### src/rtl/cc_player_collision_manager.sv
// Collision manager: merges player/obstacle rows, counts hits, grace window, game-over latch.
// Optional CC_PLAYER_COLLISION_BLINK_EN makes the player blink on alternate GRACE ticks.
module cc_player_collision_manager #(
  parameter int DATAWIDTH   = 8,
  parameter int LIVES       = 3,
  parameter int LIVESWIDTH  = 2,
  parameter int GRACE_TICKS = 4,
  parameter int GRACEWIDTH  = 3
) (
  input  logic                  CC_PLAYER_COLLISION_CLOCK_50,
  input  logic                  CC_PLAYER_COLLISION_RESET_InHigh,
  input  logic                  CC_PLAYER_COLLISION_Tick_In,
  input  logic                  CC_PLAYER_COLLISION_Start_In,
  input  logic [DATAWIDTH-1:0]  CC_PLAYER_COLLISION_Player_InBus,
  input  logic [DATAWIDTH-1:0]  CC_PLAYER_COLLISION_Obstacle_InBus,
  output logic [DATAWIDTH-1:0]  CC_PLAYER_COLLISION_Data_OutBus,
  output logic                  CC_PLAYER_COLLISION_Hit_Out,
  output logic [LIVESWIDTH-1:0] CC_PLAYER_COLLISION_Lives_OutBus,
  output logic                  CC_PLAYER_COLLISION_Grace_Out,
  output logic                  CC_PLAYER_COLLISION_Lost_OutLow
);

  // state    | meaning
  // PLAY     | normal play, overlaps are counted as hits
  // GRACE    | invulnerable after a non-fatal hit, graceCount ticks remaining
  // GAMEOVER | lives exhausted, outputs frozen until Start

  typedef enum logic [1:0] {PLAY, GRACE, GAMEOVER} stateType;

  localparam logic [LIVESWIDTH-1:0] LIVES_INIT = LIVES[LIVESWIDTH-1:0];
  localparam logic [LIVESWIDTH-1:0] LIVES_ONE  = LIVESWIDTH'(1);
  localparam logic [GRACEWIDTH-1:0] GRACE_INIT = GRACE_TICKS[GRACEWIDTH-1:0];
  localparam logic [GRACEWIDTH-1:0] GRACE_ONE  = GRACEWIDTH'(1);

  stateType              state;
  logic [GRACEWIDTH-1:0] graceCount;
  logic                  overlap;
  logic [DATAWIDTH-1:0]  mergedRow;
  logic [DATAWIDTH-1:0]  graceRow;

  assign overlap   = |(CC_PLAYER_COLLISION_Player_InBus & CC_PLAYER_COLLISION_Obstacle_InBus);
  assign mergedRow = CC_PLAYER_COLLISION_Player_InBus | CC_PLAYER_COLLISION_Obstacle_InBus;

`ifdef CC_PLAYER_COLLISION_BLINK_EN
  logic blinkPhase;

  assign graceRow = blinkPhase ? CC_PLAYER_COLLISION_Obstacle_InBus : mergedRow;

  // Phase is cleared on every GRACE entry so each grace window starts with the player visible.
  always_ff @(posedge CC_PLAYER_COLLISION_CLOCK_50) begin
    if (CC_PLAYER_COLLISION_RESET_InHigh) begin
      blinkPhase <= 1'b0;
    end else if (state == PLAY && CC_PLAYER_COLLISION_Tick_In && overlap) begin
      blinkPhase <= 1'b0;
    end else if (state == GRACE && CC_PLAYER_COLLISION_Tick_In) begin
      blinkPhase <= ~blinkPhase;
    end
  end
`else
  assign graceRow = mergedRow;
`endif

  always_ff @(posedge CC_PLAYER_COLLISION_CLOCK_50) begin
    if (CC_PLAYER_COLLISION_RESET_InHigh) begin
      state                            <= PLAY;
      graceCount                       <= '0;
      CC_PLAYER_COLLISION_Data_OutBus  <= '0;
      CC_PLAYER_COLLISION_Hit_Out      <= 1'b0;
      CC_PLAYER_COLLISION_Lives_OutBus <= LIVES_INIT;
      CC_PLAYER_COLLISION_Grace_Out    <= 1'b0;
      CC_PLAYER_COLLISION_Lost_OutLow  <= 1'b1;
    end else begin
      CC_PLAYER_COLLISION_Hit_Out <= 1'b0;
      case (state)
        PLAY: begin
          if (CC_PLAYER_COLLISION_Tick_In) begin
            CC_PLAYER_COLLISION_Data_OutBus <= mergedRow;
            if (overlap) begin
              CC_PLAYER_COLLISION_Hit_Out <= 1'b1;
              if (CC_PLAYER_COLLISION_Lives_OutBus > LIVES_ONE) begin
                CC_PLAYER_COLLISION_Lives_OutBus <= CC_PLAYER_COLLISION_Lives_OutBus - LIVES_ONE;
                graceCount                       <= GRACE_INIT;
                CC_PLAYER_COLLISION_Grace_Out    <= 1'b1;
                state                            <= GRACE;
              end else begin
                CC_PLAYER_COLLISION_Lives_OutBus <= '0;
                CC_PLAYER_COLLISION_Lost_OutLow  <= 1'b0;
                state                            <= GAMEOVER;
              end
            end
          end
        end
        GRACE: begin
          if (CC_PLAYER_COLLISION_Tick_In) begin
            CC_PLAYER_COLLISION_Data_OutBus <= graceRow;
            graceCount                      <= graceCount - GRACE_ONE;
            if (graceCount == GRACE_ONE) begin
              CC_PLAYER_COLLISION_Grace_Out <= 1'b0;
              state                         <= PLAY;
            end
          end
        end
        GAMEOVER: begin
          // Start takes precedence over a coincident tick; that tick is discarded.
          if (CC_PLAYER_COLLISION_Start_In) begin
            CC_PLAYER_COLLISION_Lives_OutBus <= LIVES_INIT;
            CC_PLAYER_COLLISION_Data_OutBus  <= '0;
            CC_PLAYER_COLLISION_Lost_OutLow  <= 1'b1;
            graceCount                       <= '0;
            state                            <= PLAY;
          end
        end
        default: begin
          state <= PLAY;
        end
      endcase
    end
  end

endmodule

### config.mk
export PLATFORM = sky130hd
export DESIGN_NAME = cc_player_collision_manager
export DESIGN_NICKNAME = d
export VERILOG_FILES = /design/src/rtl/cc_player_collision_manager.sv
export SDC_FILE = /design/constraint.sdc
export NUM_CORES = 1
export LEC_CHECK = 0
export CAP_MARGIN = 25
export CORE_ASPECT_RATIO = 2
export CORE_MARGIN = 1
export CORE_UTILIZATION = 24
export DETAILED_ROUTE_END_ITERATION = 16
export DONT_BUFFER_PORTS = 1
export PLACE_DENSITY = 0.45
export SLEW_MARGIN = 20
export SYNTH_ARGS = -nofsm -noshare
export SYNTH_HDL_FRONTEND = slang
export SYNTH_SLANG_ARGS = --single-unit
export TNS_END_PERCENT = 50
### constraint.sdc
create_clock -name CC_PLAYER_COLLISION_CLOCK_50 -period 2.9 [get_ports CC_PLAYER_COLLISION_CLOCK_50]
set_input_delay 0.58 -clock CC_PLAYER_COLLISION_CLOCK_50 [delete_from_list [all_inputs] [get_ports CC_PLAYER_COLLISION_CLOCK_50]]
set_output_delay 0.58 -clock CC_PLAYER_COLLISION_CLOCK_50 [all_outputs]
set_load 0.02 [all_outputs]
**Run 1: sequential cells coloured by netlist name**

The bar under the picture is 10 um long. Other sequential cells in the stronger grey, the rest of the logic in the fainter grey.
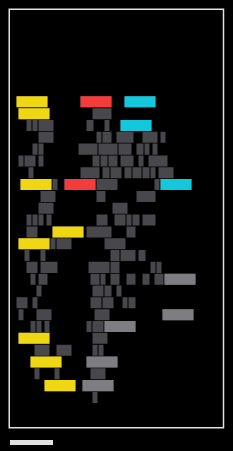
[CC_PLAYER_COLLISION_Data_OutBus] yellow | placed flops: 8
[state] red | placed flops: 2
[graceCount] cyan | placed flops: 3
not coloured: 5
Seq. pwr: 388 uW
final core occ: 27.2%
register area: 360 sq um

**Run 1: wire density map**

The bar under the picture is 10 um long. 10 x 19 tiles, from dark blue (low) to red (high), scaled to the fullest tile. Values are wire area over tile area, all layers added.
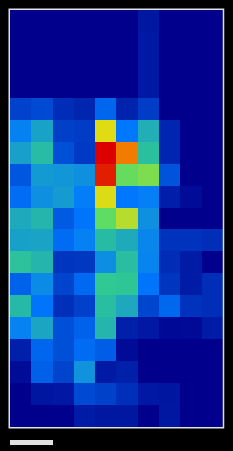
densest ninth of the die: centre
tiles over half the peak: 4.7%
emptiest ninth of the die: upper right

**Run 1: clock wiring as the flow saved it**

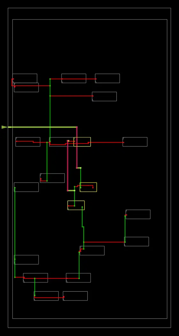
Flop Count: 18
clk sink count: 18

==> flow_summary.ini, run 1 <==
; synthesis and place-and-route metrics
[outcome]
outcome = finished clean

[setup_path]
worstReg2RegStart = state[0]
startpoint = state[0]
cp_cell_sequence = inv_1 > ha_1 > nor2b_1 > a21oi_1 > a21boi_0 > a221o_1
crit_slowest_cell = nor2b_1
critPathMaxStageDelay_ns = 0.60
cp-end-kind = register
r2r_slack_ns = 0.58

[routing]
wl_per_cell_um = 13.7
dr_total_vias = 910
avgViaCountPerCell = 5.14
wl_um = 2420

[clocking]
cts_hold_buf = 0
clk_latency_ns = 0.25
cts.htree.levels = 1
cts_root_buffer = clkbuf_8
cts_tree = yes

[logic_synthesis]
top_logic_kind = simple AND/OR/NAND/NOR gates
synth_area_sq_um = 1060
ys_sh_adder_pct = 7.09
synth_top_cell_by_area = dfxtp_1
synthTopCellsByArea = dfxtp_1 34%, mux2i_1 11%, nor2_1 10%
ys_area_sq_um = 1060
ff_type = dfxtp_1
yosys-top-cells-count = 29 x nor2_1, 18 x dfxtp_1, 12 x mux2i_1
mux_area_share_pct = 11.3
synth_cell_types = 33

[pwr]
power_density_nw_per_um2 = 759
power_uw = 860

[global_route]
grt_pass1_vias = 909
grt_max_degree = 20
grt_antenna_before_repair = 0

[final_layout]
stdcell_count = 177
area.combinational_sq_um = 636
mostFrequentLayoutCells = 29 x nor2_1, 18 x dfxtp_1, 12 x mux2i_1, 8 x inv_1, 6 x ha_1

[min_path]
hold_class = in2reg
hp-start = CC_PLAYER_COLLISION_RESET_InHigh

[timing]
period_used_pct = 80.2
tns_ns = 0
hold_ws_ns = 0.393

[flow_run]
tool_warnings = 30

[floorplan]
die_h_um = 95.9
core-area_sq_um = 4170

[placed_design]
port_buffers = 0
## run 1: routing by layer
metal,wire [um],global-route usage [%],up-vias
met5,0,0,-
met4,63,5.39,0
met3,174,3.00,8
met2,1240,21.4,40
met1,950,11.8,416
li1,-,-,446
## run 1: sequential cells by signal, summed over array words and instances (netlist names)
name and count:
CC_PLAYER_COLLISION_Grace_Out 1, CC_PLAYER_COLLISION_Hit_Out 1, CC_PLAYER_COLLISION_Lives_OutBus 2, CC_PLAYER_COLLISION_Data_OutBus 8, graceCount 3, CC_PLAYER_COLLISION_Lost_OutLow 1, state 2
## run 1: through the flow
stage | cell area, sq um | util (%) | worst slack (ns)
6_report | 1130 | 27.2 | 0.576
5_1_grt | 1130 | 27.2 | 0.360
4_1_cts | 1130 | 27.2 | 0.591
3_5_place_dp | 1090 | 26.2 | 0.597
3_3_place_gp | 1090 | 26.2 | 0.660
2_1_floorplan | 1060 | - | 1.19
## run 1: layout make-up
| class | count | share of cell area, % |
|---|---|---|
| multi-input cells | 96 | 56.1 |
| inverters | 8 | 2.65 |
| well taps | 52 | 5.75 |
| flip-flops and latches | 18 | 31.8 |
| clock buffers | 3 | 3.65 |
## run 1: critical path, delay by kind of cell, from the launching register on
| family | cells | cell delay (ns) |
|---|---|---|
| AOI/OAI and AO/OA | 3 | 0.71 |
| adders and majority gates | 1 | 0.45 |
| buffers and inverters | 1 | 0.10 |
| DFF | 1 | 0.35 |
| and+or+nand+nor | 1 | 0.60 |
## run 1: power by group
part           internal (mW)  switching, mW
clock                 0.0923         0.0824
combinational          0.128          0.168
sequential             0.301         0.0874
==> run 2, diff against run 1 <==
Settings changed: PLACE_DENSITY 0.45 to 0.46.
Clock period 2.9 ns to 2.1 ns, I/O delays scaled along.
**Run 2: clock wiring as the flow saved it**

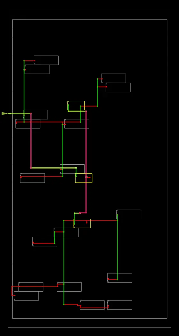
Clk. pwr: 247 uW
Clock Latency Late Sink: 0.26 ns

**Run 2: sequential cells coloured by netlist name**

The bar under the picture is 10 um long. Other sequential cells in the stronger grey, the rest of the logic in the fainter grey.
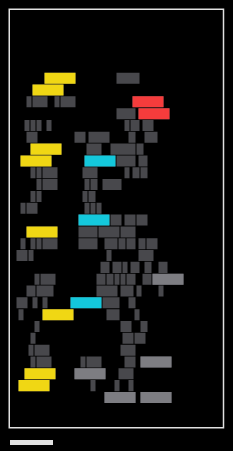
[graceCount] cyan | placed flops: 3
[CC_PLAYER_COLLISION_Data_OutBus] yellow | placed flops: 8
[state] red | placed flops: 2
Seq. pwr: 538 uW
sequential share of cell area: 31.1%
final core occ: 27.8%

==> run 2 against run 1 <==
Non-clock buffer count up 3. Sequential share of layout area decreased by 0.76 points. First-iteration DRC count is 76% lower. Clock power up 41%. Die area stayed put. Design area grew 2.4%.
==> flow_summary.ini, run 2 <==
; synthesis and place-and-route metrics
[outcome]
outcome = finished clean

[final_layout]
area_growth_pct = 9.57
mostFrequentLayoutCells = 29 x nor2_1, 18 x dfxtp_1, 12 x mux2i_1, 8 x inv_1
stdcell_count = 180
final_nets = 156
top_register = CC_PLAYER_COLLISION_Data_OutBus
antenna-diode-count = 0
reg_top3 = CC_PLAYER_COLLISION_Data_OutBus: 8 flops, graceCount: 3 flops
area.combinational_sq_um = 641
seq_area_sq_um = 360
largest_reg_flops = 8
layout-drive-gt1-share_pct = 9.38
fin_area_sq_um = 1160

[setup_path]
startpoint = state[1]
cp_num_buf_inv = 2
cp-end-kind = register
critPathMaxStageDelay_ns = 0.53
worstReg2RegStart = state[1]
crit_slowest_cell = or4_1
crit_cells = 6
cp_cell_sequence = inv_1 > ha_1 > inv_1 > a21oi_1 > or4_1 > a31oi_1
cp_common_cell = inv_1
worstPathMaxFanout = 8
endpoint = state[0]
r2r_slack_ns = 0.27
reg2regPathDepth = 6
cp_data_required_time_ns = 2.28
path_delay_family = simple AND/OR/NAND/NOR gates
crit_type = reg2reg
r2r_end = state[0]

[timing]
tns_ns = 0
slew_violations = 0
setup_ws_ns = 0.273
finalHoldViolCount = 0
fmax_ghz = 0.547
slew_headroom_pct = 69.3
max_slew.worst_pin.slew_ns = 0.458
hold_ws_ns = 0.226
period_used_pct = 87.0

[logic_synthesis]
avgSynthCellArea_sq_um = 8.27
yosys-top-cells-count = 29 x nor2_1, 18 x dfxtp_1, 12 x mux2i_1
synthTopCellsByArea = dfxtp_1 34%, mux2i_1 11%, nor2_1 10%
synth_flops = 18
ff_type = dfxtp_1
synth_cell_types = 33
ys_area_sq_um = 1060
synthesis.nets = 154
top_area_share_pct = 34.0
most_common_cell = nor2_1
synth_top_cell_by_area = dfxtp_1
edf_count = 0
ys_warn_count = 0
synth_area_sq_um = 1060
syn_inst = 128
yosys_cells = 128

[global_route]
overflow = 0
grt_use_met2_pct = 25.8
met1_usage_pct = 10.2
grt_antenna_before_repair = 0
busiest_layer = met2
grtUsageMet3_pct = 3.63
grt_max_degree = 20
gr-usage-all-layers_pct = 12.9
grt_pass1_vias = 1026

[routing]
wl_per_cell_um = 14.9
drc = 0
avgViaCountPerCell = 5.13
drtAntennaViolNets = 0
first_pass_iters = 2
dr_total_vias = 923
wl_um = 2670

[min_path]
min_path_cells = 1
hold_class = in2reg

[pwr]
power_mw = 1.23
power_density_nw_per_um2 = 1060

[placed_design]
post-place-ws_ns = 0.120
dp_hpwl_um = 2050
placed_area_sq_um = 1110
port_buffers = 0

[flow_run]
tool_warnings = 30

[clocking]
cts_sinks = 18
clk_pin_slew_ns = 0.07
cts_root_buffer = clkbuf_8
cts.htree.levels = 1
cts_tree = yes

[floorplan]
core-area_sq_um = 4170
die_h_um = 95.9
dieArea_sq_um = 4700
[run 2: cell counts after synthesis]
No cell type changed its count.
[run 2: routing by layer]
| layer | vias to the layer above | share of wire [%] |
|---|---|---|
| li1 | 450 | - |
| met5 | - | 0 |
| met4 | 0 | 3.9 |
| met2 | 37 | 55 |
| met3 | 10 | 7.3 |
| met1 | 426 | 33 |
[run 2: logic make-up after synthesis]
| family | Yosys count | synth area share, % |
|---|---|---|
| simple gates | 54 | 25.4 |
| buf+inv | 14 | 5.91 |
| fa+ha+maj | 6 | 7.09 |
| compound gates | 24 | 16.2 |
| mux | 12 | 11.3 |
| flops | 18 | 34.0 |
[run 2: area by class of cell]
type	count	area share [%]
Inverter	8	2.59
Timing Repair Buffer	3	1.94
Multi-Input combinational cell	96	55.2
Clock buffer	3	3.56
Sequential cell	18	31.1
Tap cell	52	5.61
[run 2: power by group]
part           internal, mW  switching (mW)
registers             0.415           0.123
clock network         0.128           0.119
logic                 0.200           0.246
[run 2: worst min-delay path by stage]
| stage | endpoint | start |
|---|---|---|
| 2_1_floorplan | graceCount[1] | graceCount[1] |
| 3_3_place_gp | graceCount[1] | graceCount[1] |
| 3_5_place_dp | graceCount[1] | graceCount[1] |
| 4_1_cts | CC_PLAYER_COLLISION_Data_OutBus[2] | CC_PLAYER_COLLISION_RESET_InHigh |
| 5_1_grt | CC_PLAYER_COLLISION_Data_OutBus[7] | CC_PLAYER_COLLISION_RESET_InHigh |
| 6_report | CC_PLAYER_COLLISION_Data_OutBus[2] | CC_PLAYER_COLLISION_RESET_InHigh |
[run 2: what timing repair did]
| action | CTS | global route |
|---|---|---|
| setup buffers | 0 | 0 |
| gates resized | 0 | 2 |
| hold buffers | 0 | 0 |
| setup endpoints to repair | 0 | 2 |
==> run 3, diff against run 2 <==
Settings changed: SLEW_MARGIN 20 to default.
**Run 3: sequential cells coloured by netlist name**

The bar under the picture is 10 um long. Other sequential cells in the stronger grey, the rest of the logic in the fainter grey.
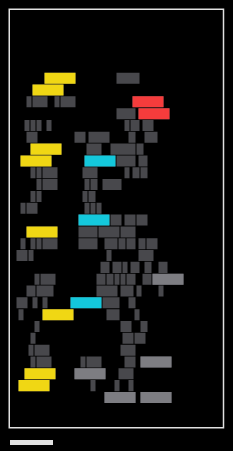
[graceCount] cyan | placed flops: 3
[CC_PLAYER_COLLISION_Data_OutBus] yellow | placed flops: 8
[state] red | placed flops: 2

**Run 3: clock wiring as the flow saved it**

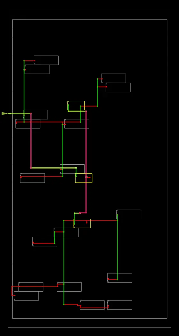
CLK BUF: 3
Clock Skew: 0.00464 ns
CTS Buf Count: 3

==> run 3 against run 2 <==
Core utilization unchanged. Flip-flop count did not move. Fmax stayed put. Sequential share of layout area did not move. Non-clock buffer count stayed put. Global-route usage unchanged. Highest routed layer unchanged. Register-to-register slack about the same. Worst hold slack did not move.
==> flow_summary.ini, run 3 <==
; synthesis and place-and-route metrics
[outcome]
outcome = finished clean

[timing]
slew_headroom_pct = 69.3
period_used_pct = 87.0
max_slew.worst_pin.slew_ns = 0.458
setup_ws_ns = 0.273
finalHoldViolCount = 0

[placed_design]
port_buffers = 0
post-place-ws_ns = 0.120
dp_hpwl_um = 2050
placed_area_sq_um = 1110

[final_layout]
final_nets = 156
reg_top3 = CC_PLAYER_COLLISION_Data_OutBus: 8 flops, graceCount: 3 flops
top_register = CC_PLAYER_COLLISION_Data_OutBus
antenna-diode-count = 0
fin_area_sq_um = 1160
area_growth_pct = 9.57
seq_area_sq_um = 360
mostFrequentLayoutCells = 29 x nor2_1, 18 x dfxtp_1, 12 x mux2i_1, 8 x inv_1
largest_reg_flops = 8

[logic_synthesis]
yosys-top-cells-count = 29 x nor2_1, 18 x dfxtp_1, 12 x mux2i_1
synthTopCellsByArea = dfxtp_1 34%, mux2i_1 11%, nor2_1 10%
ys_area_sq_um = 1060
edf_count = 0
ys_warn_count = 0
synth_cell_types = 33
synth_area_sq_um = 1060
synthesis.nets = 154
top_area_share_pct = 34.0
yosys_cells = 128
ff_type = dfxtp_1

[global_route]
grt_max_degree = 20
grt_use_met2_pct = 25.8
grt_antenna_before_repair = 0
grtUsageMet3_pct = 3.63
grt_pass1_vias = 1026
met1_usage_pct = 10.2

[min_path]
hp-start = CC_PLAYER_COLLISION_RESET_InHigh
min_path_cells = 1
hold_path_end = CC_PLAYER_COLLISION_Data_OutBus[2]

[clocking]
cts.htree.levels = 1
cts_setup_buffers = 0
cts_tree = yes
clk_pin_slew_ns = 0.07
cts_root_buffer = clkbuf_8
clk_latency_ns = 0.26

[routing]
avgViaCountPerCell = 5.13
wl_um = 2670
drtAntennaViolNets = 0
first_pass_iters = 2
drc = 0

[setup_path]
crit_type = reg2reg
endpoint = state[0]
reg2regPathDepth = 6
cp_data_required_time_ns = 2.28
cp-end-kind = register
r2r_end = state[0]
r2r_slack_ns = 0.27
worstReg2RegStart = state[1]

[flow_run]
tool_warnings = 30

[floorplan]
core-area_sq_um = 4170
dieArea_sq_um = 4700

[pwr]
power_density_nw_per_um2 = 1060
[run 3: cell counts after synthesis]
Identical to the previous run, type by type.
[run 3: cells by family after synthesis]
group	synth area share, %
buffers and inverters	5.91
adders and majority gates	7.09
muxes	11.3
AOI/OAI and AO/OA	16.2
DFF	34.0
and+or+nand+nor	25.4
[run 3: where the power goes]
group	switching, mW	internal, mW	total, mW	leakage (nW)
combinational	0.246	0.200	0.446	0.316
clock	0.119	0.128	0.247	0.0216
sequential	0.123	0.415	0.538	0.149
total	0.488	0.743	1.23	0.487
[run 3: worst max-delay path, stage by stage, from the launching register on]
cell and delay (ns):
dfxtp_1 0.42, inv_1 0.10, ha_1 0.29, inv_1 0.13, a21oi_1 0.11, or4_1 0.53
a31oi_1 0.18
[run 3: through the flow]
| stage | utilization (%) | power, mW | hold slack, ns | std cells |
|---|---|---|---|---|
| 2_1_floorplan | - | 0.873 | 0.435 | 128 |
| 3_3_place_gp | 26.7 | 0.971 | 0.454 | 177 |
| 3_5_place_dp | 26.7 | 0.984 | 0.468 | 177 |
| 4_1_cts | 27.7 | 1.24 | 0.221 | 180 |
| 5_1_grt | 27.8 | 1.32 | 0.218 | 180 |
| 6_report | 27.8 | 1.23 | 0.226 | 180 |
[run 3: per-layer routing]
metal	up-vias	part of all wire, %
li1	450	-
met1	426	33
met2	37	55
met3	10	7.3
met4	0	3.9
met5	-	0
[run 3: area by class of cell]
| class | count | share of cell area [%] |
|---|---|---|
| clock buffers | 3 | 3.56 |
| inverters | 8 | 2.59 |
| multi-input cells | 96 | 55.2 |
| flip-flops and latches | 18 | 31.1 |
| well taps | 52 | 5.61 |
| repair buffers | 3 | 1.94 |
Power and IR drop assume default switching activity.
